run_1/clock_nets.png
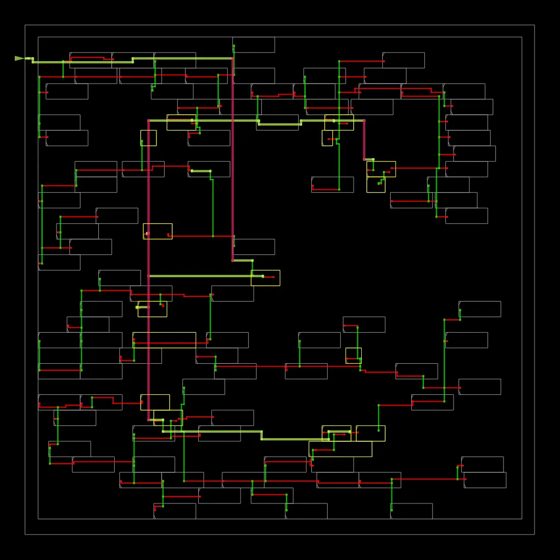
run_1/layers.png
Scale: 4 px per µm.
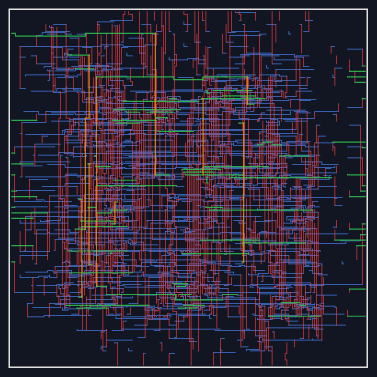
run_1/gates.png
Scale: 4 px per µm.
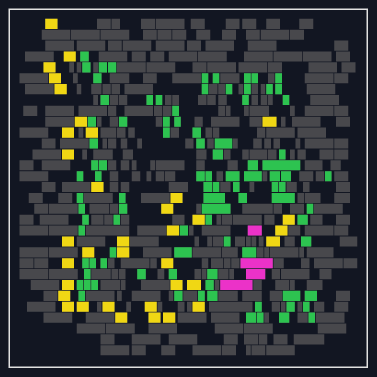
[config.mk]
export PLATFORM = sky130hd
export DESIGN_NAME = bus_stim_gen
export DESIGN_NICKNAME = d
export VERILOG_FILES = /design/src/rtl/bus_stim_gen.sv
export SDC_FILE = /design/constraint.sdc
export NUM_CORES = 1
export LEC_CHECK = 0
export CAP_MARGIN = 0
export CORE_MARGIN = 2
export CORE_UTILIZATION = 50
export CTS_CLUSTER_SIZE = 28
export DETAILED_ROUTE_END_ITERATION = 8
export GPL_TIMING_DRIVEN = 0
export PLACE_DENSITY_LB_ADDON = 0.08
export SYNTH_ARGS = -nofsm -noshare
export SYNTH_HDL_FRONTEND = slang
export SYNTH_SLANG_ARGS = --single-unit
[constraint.sdc]
create_clock -name CLK -period 2.49 [get_ports CLK]
set_input_delay 0.498 -clock CLK [delete_from_list [all_inputs] [get_ports CLK]]
set_output_delay 0.498 -clock CLK [all_outputs]
set_load 0.01 [all_outputs]
[src/rtl/bus_stim_gen.sv]
// Burst pattern generator: one accepted START produces BURST_LEN registered words
// on A/B/C/D (count, walking-one, LFSR or checker), then a single DONE pulse.
module bus_stim_gen #(
    parameter int          BURST_LEN = 16,
    parameter logic [31:0] SEED      = 32'h0000_0001
) (
    input  logic        CLK,
    input  logic        RST,
    input  logic        START,
    input  logic [1:0]  MODE,
    output logic        A,
    output logic [3:0]  B,
    output logic [7:0]  C,
    output logic [31:0] D,
    output logic        BUSY,
    output logic        DONE,
    output logic [7:0]  COUNT
);

    localparam logic [31:0] SEED_EFF = (SEED == 32'h0) ? 32'h0000_0001 : SEED;
    localparam logic [31:0] POLY     = 32'h8020_0003;
    localparam logic [7:0]  LAST     = 8'(BURST_LEN - 1);

    typedef enum logic [1:0] {S_IDLE, S_RUN, S_DONE} state_t;

    state_t      r_state, w_state_nxt;
    logic [7:0]  r_cnt, w_cnt_nxt;
    logic [31:0] r_lfsr, w_lfsr_nxt;
    logic [1:0]  r_mode, w_mode_nxt;
    logic        w_busy, w_done;
    logic [44:0] w_word;
    logic [44:0] r_word;
    logic        r_busy, r_done;

    function automatic logic [31:0] lfsr_step(input logic [31:0] v);
        return (v >> 1) ^ (v[0] ? POLY : 32'h0);
    endfunction

    // Packed as {A, B, C, D} for word index i with LFSR value l.
    function automatic logic [44:0] pattern(input logic [1:0] m, input logic [7:0] i,
                                            input logic [31:0] l);
        logic [44:0] w;
        case (m)
            2'b00:   w = {i[0], i[3:0], i, {24'h0, i}};
            2'b01:   w = {i[0], 4'h1 << i[1:0], 8'h01 << i[2:0], 32'h1 << i[4:0]};
            2'b10:   w = {l[0], l[3:0], l[7:0], l};
            default: w = i[0] ? {1'b1, 4'h5, 8'h55, 32'h5555_5555}
                              : {1'b0, 4'hA, 8'hAA, 32'hAAAA_AAAA};
        endcase
        return w;
    endfunction

    always_comb begin
        w_state_nxt = r_state;
        w_cnt_nxt   = r_cnt;
        w_lfsr_nxt  = r_lfsr;
        w_mode_nxt  = r_mode;
        w_busy      = 1'b0;
        w_done      = 1'b0;
        case (r_state)
            S_IDLE: begin
                if (START) begin
                    w_state_nxt = S_RUN;
                    w_mode_nxt  = MODE;
                    w_lfsr_nxt  = SEED_EFF;
                    w_cnt_nxt   = 8'd0;
                    w_busy      = 1'b1;
                end
            end
            S_RUN: begin
                if (r_cnt == LAST) begin
                    w_state_nxt = S_DONE;
                    w_cnt_nxt   = 8'd0;
                    w_done      = 1'b1;
                end else begin
                    w_cnt_nxt  = r_cnt + 8'd1;
                    w_lfsr_nxt = lfsr_step(r_lfsr);
                    w_busy     = 1'b1;
                end
            end
            default: w_state_nxt = S_IDLE;
        endcase
        // The word shown next cycle is derived from the next-cycle index/LFSR/mode.
        w_word = w_busy ? pattern(w_mode_nxt, w_cnt_nxt, w_lfsr_nxt) : 45'h0;
    end

    always_ff @(posedge CLK) begin
        if (RST) begin
            r_state <= S_IDLE;
            r_cnt   <= 8'd0;
            r_word  <= 45'h0;
            r_busy  <= 1'b0;
            r_done  <= 1'b0;
        end else begin
            r_state <= w_state_nxt;
            r_cnt   <= w_cnt_nxt;
            r_word  <= w_word;
            r_busy  <= w_busy;
            r_done  <= w_done;
        end
    end

    // Mode and LFSR are reloaded on every accept, so they need no reset.
    always_ff @(posedge CLK) begin
        r_lfsr <= w_lfsr_nxt;
        r_mode <= w_mode_nxt;
    end

    assign A     = r_word[44];
    assign B     = r_word[43:40];
    assign C     = r_word[39:32];
    assign D     = r_word[31:0];
    assign BUSY  = r_busy;
    assign DONE  = r_done;
    assign COUNT = r_cnt;

endmodule

==> flow_metrics.rpt, run 1 <==
==== FLOW RESULTS ====
----------------------------------------------------
[Status]
  Outcome ........................ finished, final reports clean

[Synth]
  Cell accounting for the most synthesized area ........................ sky130_fd_sc_hd__dfxtp_1
  Count of flip-flops with a built-in enable after synthesis ........................ 0
  Area figure in the yosys stat output ........................ 0.00362 mm²
  Mapped Cells ........................ 375
  Top cell area share ........................ 50.3%
  Most used standard cells in the synthesized netlist ........................ sky130_fd_sc_hd__dfxtp_1, sky130_fd_sc_hd__a21oi_1, sky130_fd_sc_hd__a22o_1
  Async set-or-reset flop fraction in the synthesized netlist ........................ 0%
  Total cells reported by yosys after synthesis ........................ 375
  Mapped Nets ........................ 381
  Top_reg_cell synth ........................ sky130_fd_sc_hd__dfxtp_1
  Mean Syn Cell Area ........................ 9.67 µm²
  Library cells used by synthesis ........................ 55
  Post-synthesis sequential area ratio ........................ 50.3%
  Dominant cell by count in the synthesized netlist ........................ sky130_fd_sc_hd__dfxtp_1

[Drt]
  Count of nets left with antenna violations after detail routing ........................ 0
  First-pass DRT Iterations ........................ 6
  DRC viols ........................ 0
  Routed wl met2 ........................ 5070 µm
  Post-Route M1 WL ........................ 4660 µm
  Sum of met3 wire segment lengths after detailed routing ........................ 663 µm
  Via Count ........................ 3,415
  DR iter-0 viols ........................ 264

[Final timing]
  Final sum of negative setup slack ........................ 0 ps
  Number of max-slew violations in the final report ........................ 0
  Final Hold Viols ........................ 0
  Transition time at the pin with the least slew margin ........................ 692 ps
  Final critical-path setup slack ........................ 127 ps

[Global route]
  Residual overflow from global routing ........................ 0
  Maximum number of pins on one net before global-route repair ........................ 16
  Met2 layer usage reported by global route ........................ 43.9%
  Met1 routing resource usage after global routing ........................ 37.8%
  Antenna violations before repair ........................ 0
  Layer carrying the most global-route usage ........................ met2

[Worst setup path]
  Bufs and invs on worst path ........................ 1
  Class of the most critical setup path ........................ reg -> reg
  Kind of cell adding the most delay to the critical path ........................ AND-OR/OR-AND gates
  Worst Setup SP ........................ COUNT[5]$_SDFF_PP0_
  Stage delay of the slowest cell on the critical path ........................ 530 ps
  Kind of launch point of the worst setup path ........................ register
  Critical-path maximum fanout ........................ 10
  Capturing point of the worst reg2reg path ........................ r_word[22]$_SDFF_PP0_
  Reg2reg start ........................ COUNT[5]$_SDFF_PP0_
  Worst Reg-to-Reg Cells ........................ 6
  Instance count on the critical path ........................ 6
  CP Capture Type ........................ register
  Timing endpoint of the critical path ........................ r_word[22]$_SDFF_PP0_

[Floorplan]
  X dimension of the die ........................ 89.1 µm
  Number of top-level pins ........................ 60
  Chip area ........................ 0.00795 mm²
  Placement row count ........................ 31
  Die Height ........................ 89.1 µm
  Core region area ........................ 0.00714 mm²

[Cells and area]
  Fraction of standard cell area that is sequential ........................ 38.7%
  Fraction of area in non-clock buffers ........................ 17.6%
  Core Util, Final ........................ 66.0%
  Comb_multi_in ........................ 248
  Final cell count without fillers ........................ 555
  Number of flip-flops under the largest register name ........................ 45
  Cell class ranked first by area ........................ sequential cells
  Fraction of layout cells with a size suffix above 1 ........................ 15.6%
  Commonest cells after routing, fill and taps aside ........................ sky130_fd_sc_hd__dfxtp_1, sky130_fd_sc_hd__clkdlybuf4s50_1, sky130_fd_sc_hd__a21oi_1, sky130_fd_sc_hd__a22o_1
  Layout buffer count excluding clock buffers ........................ 99
  Final std cell area, no fill ........................ 0.00471 mm²
  Layout overhead on the synthesized area ........................ 30.0%
  Number of fill cells ........................ 612
  Sequential cell area ........................ 0.00182 mm²

[Placement]
  Weighted congestion at the end of routability-driven global placement ........................ 0.890
  Count of buffers inserted at the top-level ports ........................ 59
  Pre-CTS worst setup slack ........................ -642 ps

[Clock network]
  Total number of clock tree sinks ........................ 91
  Master cell of the clock root buffer ........................ sky130_fd_sc_hd__clkbuf_8
  CTS tree ........................ built
  Maximum clock path buffer count ........................ 2
  Clock-pin transition on the worst setup and hold timing paths ........................ 90 ps
  H-Tree Depth ........................ 3

[Min path]
  Number of cells on the worst hold path ........................ 1
  Path category of the worst min-delay check ........................ reg -> reg
  Endpoint of the worst hold path ........................ r_lfsr[29]$_DFF_P_
  HP Start ........................ r_lfsr[29]$_DFF_P_

[Power and ir drop]
  Cell area power density ........................ 706 mW/mm²
  Post-layout total power ........................ 0.00332 W
  P_leak ........................ 1.66 nW

[Run]
  Tool warning count ........................ 26
  Max_cap viols ........................ 0

----------------------------------------------------
About clock_nets.png:
count of flip-flops and latches: 91
insertion delay of the later-clocked pin in the worst-skew pair: 370 ps
TritonCTS buffer count: 9
Clock Buffer Count: 10
clock-net power: 0.00112 W

About layers.png:
M3: in green, wire length 664 µm. M1: in blue, wire length 4,660 µm. M4: in orange, wire length 248 µm. M2: in red, wire length 5,070 µm.

About gates.png:
non-inverting ao/oa cells: in yellow, cells 36, most used a22o_1. aoi and oai cells: in green, cells 94, most used a21oi_1. mux cells: in magenta, cells 4, most used mux2i_4.
most used logic cell in the final layout: sky130_fd_sc_hd__dfxtp_1
combinational fraction of the cell area: 36.1%

[run 1: logic make-up after synthesis]
kind of cell               Yosys count  synth area share (%)
xor gates and xnor gates             2                 0.483
and+or+nand+nor                    111                  17.8
AOI/OAI and AO/OA                  130                  24.9
muxes                                4                  1.55
DFF                                 91                  50.3
adders and majority gates            1                 0.345
buffers and inverters               36                  4.73
[run 1: report_power, final]
group	total [W]	internal (W)	leakage, nW	switching, W
Clock	0.00112	0.000592	0.108	0.000523
Combinational	0.000611	0.000261	0.814	0.000351
Sequential	0.00160	0.00155	0.742	0.0000478
Total	0.00332	0.00240	1.66	0.000922
[run 1: timing repair]
action	in CTS	in global routing
pin swaps	2	6
gates resized	9	25
setup endpoints to repair	41	43
setup buffers	3	6
hold buffers	0	0
==> inputs of run 2 (changes only) <==
- CORE_MARGIN: 2 -> not set
==> run 2 against run 1 <==
Compared with the run above:
- critical path depth rose by 4
- worst hold slack improved by 6.4 ps
- power fell by 2.8%
- setup slack got worse by 63 ps
- highest routed layer unchanged
- clock power fell by 9%
- register-to-register slack got worse by 30 ps
- clock skew fell by 5.4 ps
- synthesized cell count did not move
- die area fell by 4.4%
- global-route usage rose by 0.30 points
- synthesized area did not move
==> flow_metrics.rpt, run 2 <==
==== FLOW RESULTS ====
----------------------------------------------------
[Status]
  Outcome ........................ finished, final reports clean (unchanged)

[Clock network]
  Maximum clock path buffer count ........................ 2 (unchanged)
  CTS tree ........................ built (unchanged)
  Clock-pin transition on the worst setup and hold timing paths ........................ 90 ps (about the same)
  Insertion delay of the later-clocked pin in the worst-skew pair ........................ 360 ps (was 370 ps)
  Master cell of the clock root buffer ........................ sky130_fd_sc_hd__clkbuf_8 (unchanged)
  H-Tree Depth ........................ 3 (unchanged)
  Cell resize tally after clock tree synthesis ........................ 10 (was 9)
  Hold_buf cts ........................ 0 (unchanged)
  TritonCTS buffer count ........................ 9 (unchanged)

[Drt]
  First-pass DRT Iterations ........................ 5 (was 6)
  Sum of met3 wire segment lengths after detailed routing ........................ 712 µm (was 663 µm)
  Count of nets left with antenna violations after detail routing ........................ 0 (unchanged)
  Via Count ........................ 3,375 (was 3,415)
  Routed wl met2 ........................ 4720 µm (was 5070 µm)
  DRC viols ........................ 0 (unchanged)

[Synth]
  Mapped Cells ........................ 375 (unchanged)
  Most used standard cells in the synthesized netlist ........................ sky130_fd_sc_hd__dfxtp_1, sky130_fd_sc_hd__a21oi_1, sky130_fd_sc_hd__a22o_1 (unchanged)
  Count of flip-flops with a built-in enable after synthesis ........................ 0 (unchanged)
  Mapped Nets ........................ 381 (unchanged)
  Mean Syn Cell Area ........................ 9.67 µm² (unchanged)
  Library cells used by synthesis ........................ 55 (unchanged)
  Async set-or-reset flop fraction in the synthesized netlist ........................ 0% (unchanged)
  Dominant cell by count in the synthesized netlist ........................ sky130_fd_sc_hd__dfxtp_1 (unchanged)
  Top cell area share ........................ 50.3% (unchanged)
  Cell accounting for the most synthesized area ........................ sky130_fd_sc_hd__dfxtp_1 (unchanged)
  Top_reg_cell synth ........................ sky130_fd_sc_hd__dfxtp_1 (unchanged)

[Floorplan]
  Placement row count ........................ 30 (was 31)
  Chip area ........................ 0.00759 mm² (was 0.00795 mm²)
  Core region area ........................ 0.00691 mm² (was 0.00714 mm²)
  Number of top-level pins ........................ 60 (unchanged)
  Die Height ........................ 87.1 µm (was 89.1 µm)

[Cells and area]
  Core Util, Final ........................ 67.7% (was 66.0%)
  Fraction of layout cells with a size suffix above 1 ........................ 15.0% (was 15.6%)
  Number of fill cells ........................ 592 (was 612)
  Final std cell area, no fill ........................ 0.00468 mm² (was 0.00471 mm²)
  Commonest cells after routing, fill and taps aside ........................ sky130_fd_sc_hd__dfxtp_1, sky130_fd_sc_hd__clkdlybuf4s50_1, sky130_fd_sc_hd__a21oi_1, sky130_fd_sc_hd__a22o_1 (unchanged)
  Layout overhead on the synthesized area ........................ 29.0% (was 30.0%)
  Number of flip-flops under the largest register name ........................ 45 (unchanged)
  Most used logic cell in the final layout ........................ sky130_fd_sc_hd__dfxtp_1 (unchanged)
  Final cell count without fillers ........................ 550 (was 555)

[Final timing]
  Transition time at the pin with the least slew margin ........................ 647 ps (was 692 ps)
  Final Hold Viols ........................ 0 (unchanged)

[Global route]
  Met2 layer usage reported by global route ........................ 43.1% (was 43.9%)
  Residual overflow from global routing ........................ 0 (unchanged)
  Antenna violations before repair ........................ 0 (unchanged)
  Met1 routing resource usage after global routing ........................ 39.6% (was 37.8%)
  Layer carrying the most global-route usage ........................ met2 (unchanged)
  Maximum number of pins on one net before global-route repair ........................ 17 (was 16)

[Worst setup path]
  Reg2reg start ........................ r_state[1]$_SDFFE_PP0P_ (was COUNT[5]$_SDFF_PP0_)
  Timing endpoint of the critical path ........................ r_word[9]$_SDFF_PP0_ (was r_word[22]$_SDFF_PP0_)
  Worst Setup SP ........................ START (was COUNT[5]$_SDFF_PP0_)
  CP Capture Type ........................ register (unchanged)
  Critical-path maximum fanout ........................ 8 (was 10)
  Capturing point of the worst reg2reg path ........................ r_word[28]$_SDFF_PP0_ (was r_word[22]$_SDFF_PP0_)

[Power and ir drop]
  Post-layout total power ........................ 0.00323 W (was 0.00332 W)
  Switching power as a share of total power ........................ 29.1% (was 27.7%)
  Total combinational power ........................ 0.000613 W (was 0.000611 W)
  P_int ........................ 0.00229 W (was 0.00240 W)
  P_leak ........................ 1.63 nW (was 1.66 nW)
  Switching power summed over all nets ........................ 0.000942 W (was 0.000922 W)
  Clock-net power ........................ 0.00102 W (was 0.00112 W)
  Leading power group ........................ sequential cells (unchanged)

[Placement]
  Weighted congestion at the end of routability-driven global placement ........................ 0.920 (was 0.890)
  Pre-CTS worst setup slack ........................ -640 ps (was -642 ps)
  Count of buffers inserted at the top-level ports ........................ 59 (unchanged)

[Min path]
  Path category of the worst min-delay check ........................ reg -> reg (unchanged)
  HP Start ........................ r_lfsr[9]$_DFF_P_ (was r_lfsr[29]$_DFF_P_)
  Number of cells on the worst hold path ........................ 1 (unchanged)

[Run]
  Max_cap viols ........................ 0 (unchanged)
  Tool warning count ........................ 26 (unchanged)

----------------------------------------------------
-- run 2: worst max-delay path: cells and delay by family --
family	cells	cell delay, ps
buffers and inverters	5	1050
AND/OR/NAND/NOR	3	630
multiplexers	1	290
AND-OR/OR-AND	1	230
-- run 2: cells by family after synthesis --
kind of cell               share of synthesized area (%)
AOI/OAI and AO/OA                                   24.9
and+or+nand+nor                                     17.8
DFF                                                 50.3
buffers and inverters                               4.73
muxes                                               1.55
xor gates and xnor gates                           0.483
adders and majority gates                          0.345
-- run 2: layout make-up --
class | count | share of cell area (%)
sequential | 91 | 39.0
buffer | 31 | 3.80
timing repair buffer | 66 | 14.0
clock buffer | 10 | 2.73
clock inverter | 6 | 1.58
inverter | 2 | 0.214
multi-input combinational | 248 | 36.1
tap | 96 | 2.57
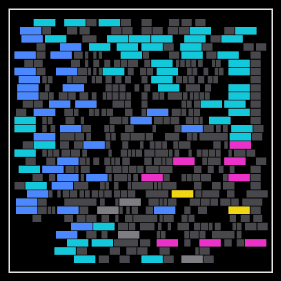
run_2/ff_map.png
Scale: 3 px per µm. Other sequential cells in the stronger gray, the rest of the logic in the fainter gray.
`r_word`: in cyan, placed flops 45, where spread over the die. `r_state`: in yellow, placed flops 2. `r_lfsr`: in blue, placed flops 32. `COUNT`: in magenta, placed flops 8.
Another 4 sequential cells are not colored.
flip-flop and latch power: 0.00160 W
Sequential cell area: 0.00182 mm²

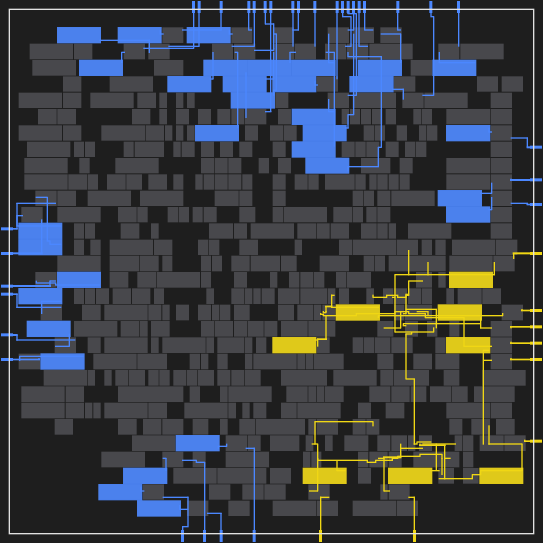
run_2/port_trees.png
Scale: 6 px per µm.
`D`: in blue, bits 32, direction output, end cells 32, buffers 32, wire 503 µm. `COUNT`: in yellow, bits 8, direction output, end cells 8, buffers 8, wire 361 µm.

==> inputs of run 3 (changes only) <==
--- a/config.mk
+++ b/config.mk
@@ -12,2 +12,3 @@
 export GPL_TIMING_DRIVEN = 0
+export HOLD_SLACK_MARGIN = 0.05
 export PLACE_DENSITY_LB_ADDON = 0.08
--- a/constraint.sdc
+++ b/constraint.sdc
@@ -3,2 +3,2 @@
 set_output_delay 0.498 -clock CLK [all_outputs]
-set_load 0.01 [all_outputs]
+set_load 0.02 [all_outputs]
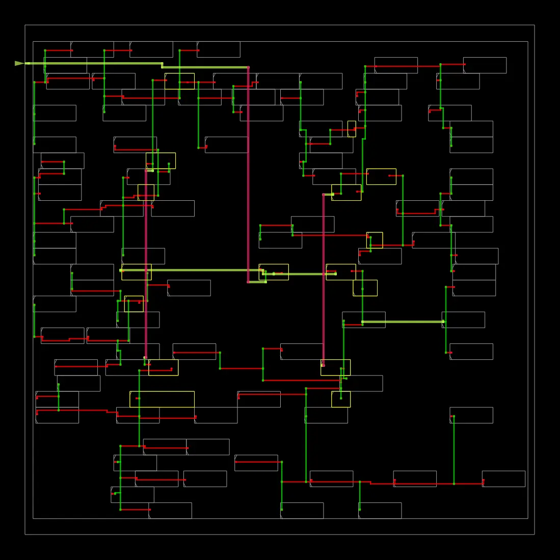
run_3/clock_nets.png
total number of clock tree sinks: 91
clock-net power: 0.00102 W

==> run 3 against run 2 <==
Compared with the run above:
- via count unchanged
- wire length unchanged
- utilization unchanged
- final area unchanged
- clock skew unchanged
- combinational power up 8.2%
- first-iteration DRC count unchanged
- sequential share of layout area unchanged
- power up 1.6%
- largest cell class unchanged
- largest power group unchanged
- synthesized area unchanged
- worst hold slack unchanged
- sequential power about the same
==> flow_metrics.rpt, run 3 <==
==== FLOW RESULTS ====
----------------------------------------------------
[Status]
  Outcome ........................ finished, final reports clean (unchanged)

[Worst setup path]
  Worst Setup SP ........................ START (unchanged)
  Critical-path maximum fanout ........................ 8 (unchanged)
  Class of the most critical setup path ........................ in -> reg (unchanged)
  Kind of cell adding the most delay to the critical path ........................ buffers and inverters (unchanged)
  Kind of launch point of the worst setup path ........................ input port (unchanged)
  Reg2reg start ........................ r_state[1]$_SDFFE_PP0P_ (unchanged)
  Bufs and invs on worst path ........................ 5 (unchanged)
  Capturing point of the worst reg2reg path ........................ r_word[28]$_SDFF_PP0_ (unchanged)
  CP Capture Type ........................ register (unchanged)
  Stage delay of the slowest cell on the critical path ........................ 500 ps (about the same)
  Timing endpoint of the critical path ........................ r_word[9]$_SDFF_PP0_ (unchanged)
  Instance count on the critical path ........................ 10 (unchanged)
  Worst Reg-to-Reg Cells ........................ 7 (unchanged)

[Placement]
  Weighted congestion at the end of routability-driven global placement ........................ 0.920 (unchanged)
  Pre-CTS worst setup slack ........................ -640 ps (unchanged)
  Count of buffers inserted at the top-level ports ........................ 59 (unchanged)

[Clock network]
  Clock-pin transition on the worst setup and hold timing paths ........................ 90 ps (about the same)
  CTS tree ........................ built (unchanged)
  Insertion delay of the later-clocked pin in the worst-skew pair ........................ 360 ps (about the same)
  Setup fix buffers added after clock tree synthesis ........................ 2 (unchanged)
  Maximum clock path buffer count ........................ 2 (unchanged)
  Master cell of the clock root buffer ........................ sky130_fd_sc_hd__clkbuf_8 (unchanged)
  Hold_buf cts ........................ 0 (unchanged)
  TritonCTS buffer count ........................ 9 (unchanged)
  H-Tree Depth ........................ 3 (unchanged)
  Cell resize tally after clock tree synthesis ........................ 10 (unchanged)

[Final timing]
  Transition time at the pin with the least slew margin ........................ 647 ps (unchanged)
  Final critical-path setup slack ........................ 63.8 ps (unchanged)
  Final sum of negative setup slack ........................ 0 ps (unchanged)
  Final Hold Viols ........................ 0 (unchanged)

[Floorplan]
  Number of top-level pins ........................ 60 (unchanged)
  Chip area ........................ 0.00759 mm² (unchanged)
  Core region area ........................ 0.00691 mm² (unchanged)
  Die Height ........................ 87.1 µm (unchanged)
  Placement row count ........................ 30 (unchanged)
  X dimension of the die ........................ 87.1 µm (unchanged)

[Drt]
  DRC viols ........................ 0 (unchanged)
  DR iter-0 viols ........................ 303 (unchanged)
  First-pass DRT Iterations ........................ 5 (unchanged)
  Count of nets left with antenna violations after detail routing ........................ 0 (unchanged)

[Global route]
  Maximum number of pins on one net before global-route repair ........................ 17 (unchanged)
  Antenna violations before repair ........................ 0 (unchanged)
  Residual overflow from global routing ........................ 0 (unchanged)

[Cells and area]
  Core Util, Final ........................ 67.7% (unchanged)
  Sequential cell area ........................ 0.00182 mm² (unchanged)
  Final cell count without fillers ........................ 550 (unchanged)
  Number of fill cells ........................ 592 (unchanged)
  Layout overhead on the synthesized area ........................ 29.0% (unchanged)
  Number of flip-flops under the largest register name ........................ 45 (unchanged)
  Final std cell area, no fill ........................ 0.00468 mm² (unchanged)
  Commonest cells after routing, fill and taps aside ........................ sky130_fd_sc_hd__dfxtp_1, sky130_fd_sc_hd__clkdlybuf4s50_1, sky130_fd_sc_hd__a21oi_1, sky130_fd_sc_hd__a22o_1 (unchanged)
  Fraction of layout cells with a size suffix above 1 ........................ 15.0% (unchanged)
  Most used logic cell in the final layout ........................ sky130_fd_sc_hd__dfxtp_1 (unchanged)

[Synth]
  Cell accounting for the most synthesized area ........................ sky130_fd_sc_hd__dfxtp_1 (unchanged)
  Dominant cell by count in the synthesized netlist ........................ sky130_fd_sc_hd__dfxtp_1 (unchanged)
  Mapped Cells ........................ 375 (unchanged)
  Count of flip-flops with a built-in enable after synthesis ........................ 0 (unchanged)
  Post-synthesis sequential area ratio ........................ 50.3% (unchanged)
  Mean Syn Cell Area ........................ 9.67 µm² (unchanged)
  Async set-or-reset flop fraction in the synthesized netlist ........................ 0% (unchanged)
  Area figure in the yosys stat output ........................ 0.00362 mm² (unchanged)
  Top cell area share ........................ 50.3% (unchanged)
  Total cells reported by yosys after synthesis ........................ 375 (unchanged)
  Mapped Nets ........................ 381 (unchanged)
  Most used standard cells in the synthesized netlist ........................ sky130_fd_sc_hd__dfxtp_1, sky130_fd_sc_hd__a21oi_1, sky130_fd_sc_hd__a22o_1 (unchanged)
  Top_reg_cell synth ........................ sky130_fd_sc_hd__dfxtp_1 (unchanged)
  Library cells used by synthesis ........................ 55 (unchanged)

[Min path]
  Number of cells on the worst hold path ........................ 1 (unchanged)
  Path category of the worst min-delay check ........................ reg -> reg (unchanged)
  HP Start ........................ r_lfsr[9]$_DFF_P_ (unchanged)
  Endpoint of the worst hold path ........................ r_lfsr[8]$_DFF_P_ (unchanged)

[Power and ir drop]
  Switching power summed over all nets ........................ 0.000991 W (was 0.000942 W)
  Register share of total power ........................ 48.7% (was 49.4%)
  Leading power group ........................ sequential cells (unchanged)
  Total combinational power ........................ 0.000663 W (was 0.000613 W)
  Flip-flop and latch power ........................ 0.00160 W (about the same)
  Part of the total power dissipated in the clock network ........................ 31.1% (was 31.6%)
  P_leak ........................ 1.63 nW (unchanged)
  Post-layout total power ........................ 0.00328 W (was 0.00323 W)
  P_int ........................ 0.00229 W (about the same)
  Cell area power density ........................ 702 mW/mm² (was 691 mW/mm²)

[Run]
  Max_cap viols ........................ 0 (unchanged)
  Tool warning count ........................ 26 (unchanged)

----------------------------------------------------
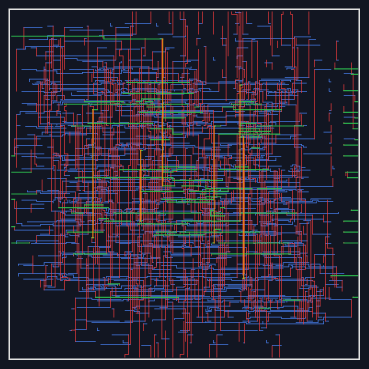
run_3/layers.png
Scale: 4 px per µm.
M1: in blue, wire length 4,650 µm. M4: in orange, wire length 185 µm. M2: in red, wire length 4,720 µm. M3: in green, wire length 712 µm.
Routed WL per cell: 18.7 µm
Via Count: 3,375

-- run 3: cell counts after synthesis --
No cell type changed its count.
-- run 3: cell families after synthesis --
logic type,after synthesis,share of synthesized area (%)
compound gates,130,24.9
xor+xnor,2,0.483
fa+ha+maj,1,0.345
buf+inv,36,4.73
flops,91,50.3
mux,4,1.55
simple gates,111,17.8
-- run 3: routing by layer --
layer	share of wire (%)	track usage, %	vias to the layer above
li1	-	-	1580
met1	45	39.6	1606
met2	46	43.1	175
met3	6.9	4.27	14
met4	1.8	10.3	0
met5	0	0	-
-- run 3: cell type report --
type,instances,share of cell area (%)
multi-input cells,248,36.1
well taps,96,2.57
flip-flops and latches,91,39.0
clock inverters,6,1.58
clock buffers,10,2.73
plain buffers,31,3.80
inverters,2,0.214
repair buffers,66,14.0
Power is estimated from default activity; no workload was simulated.
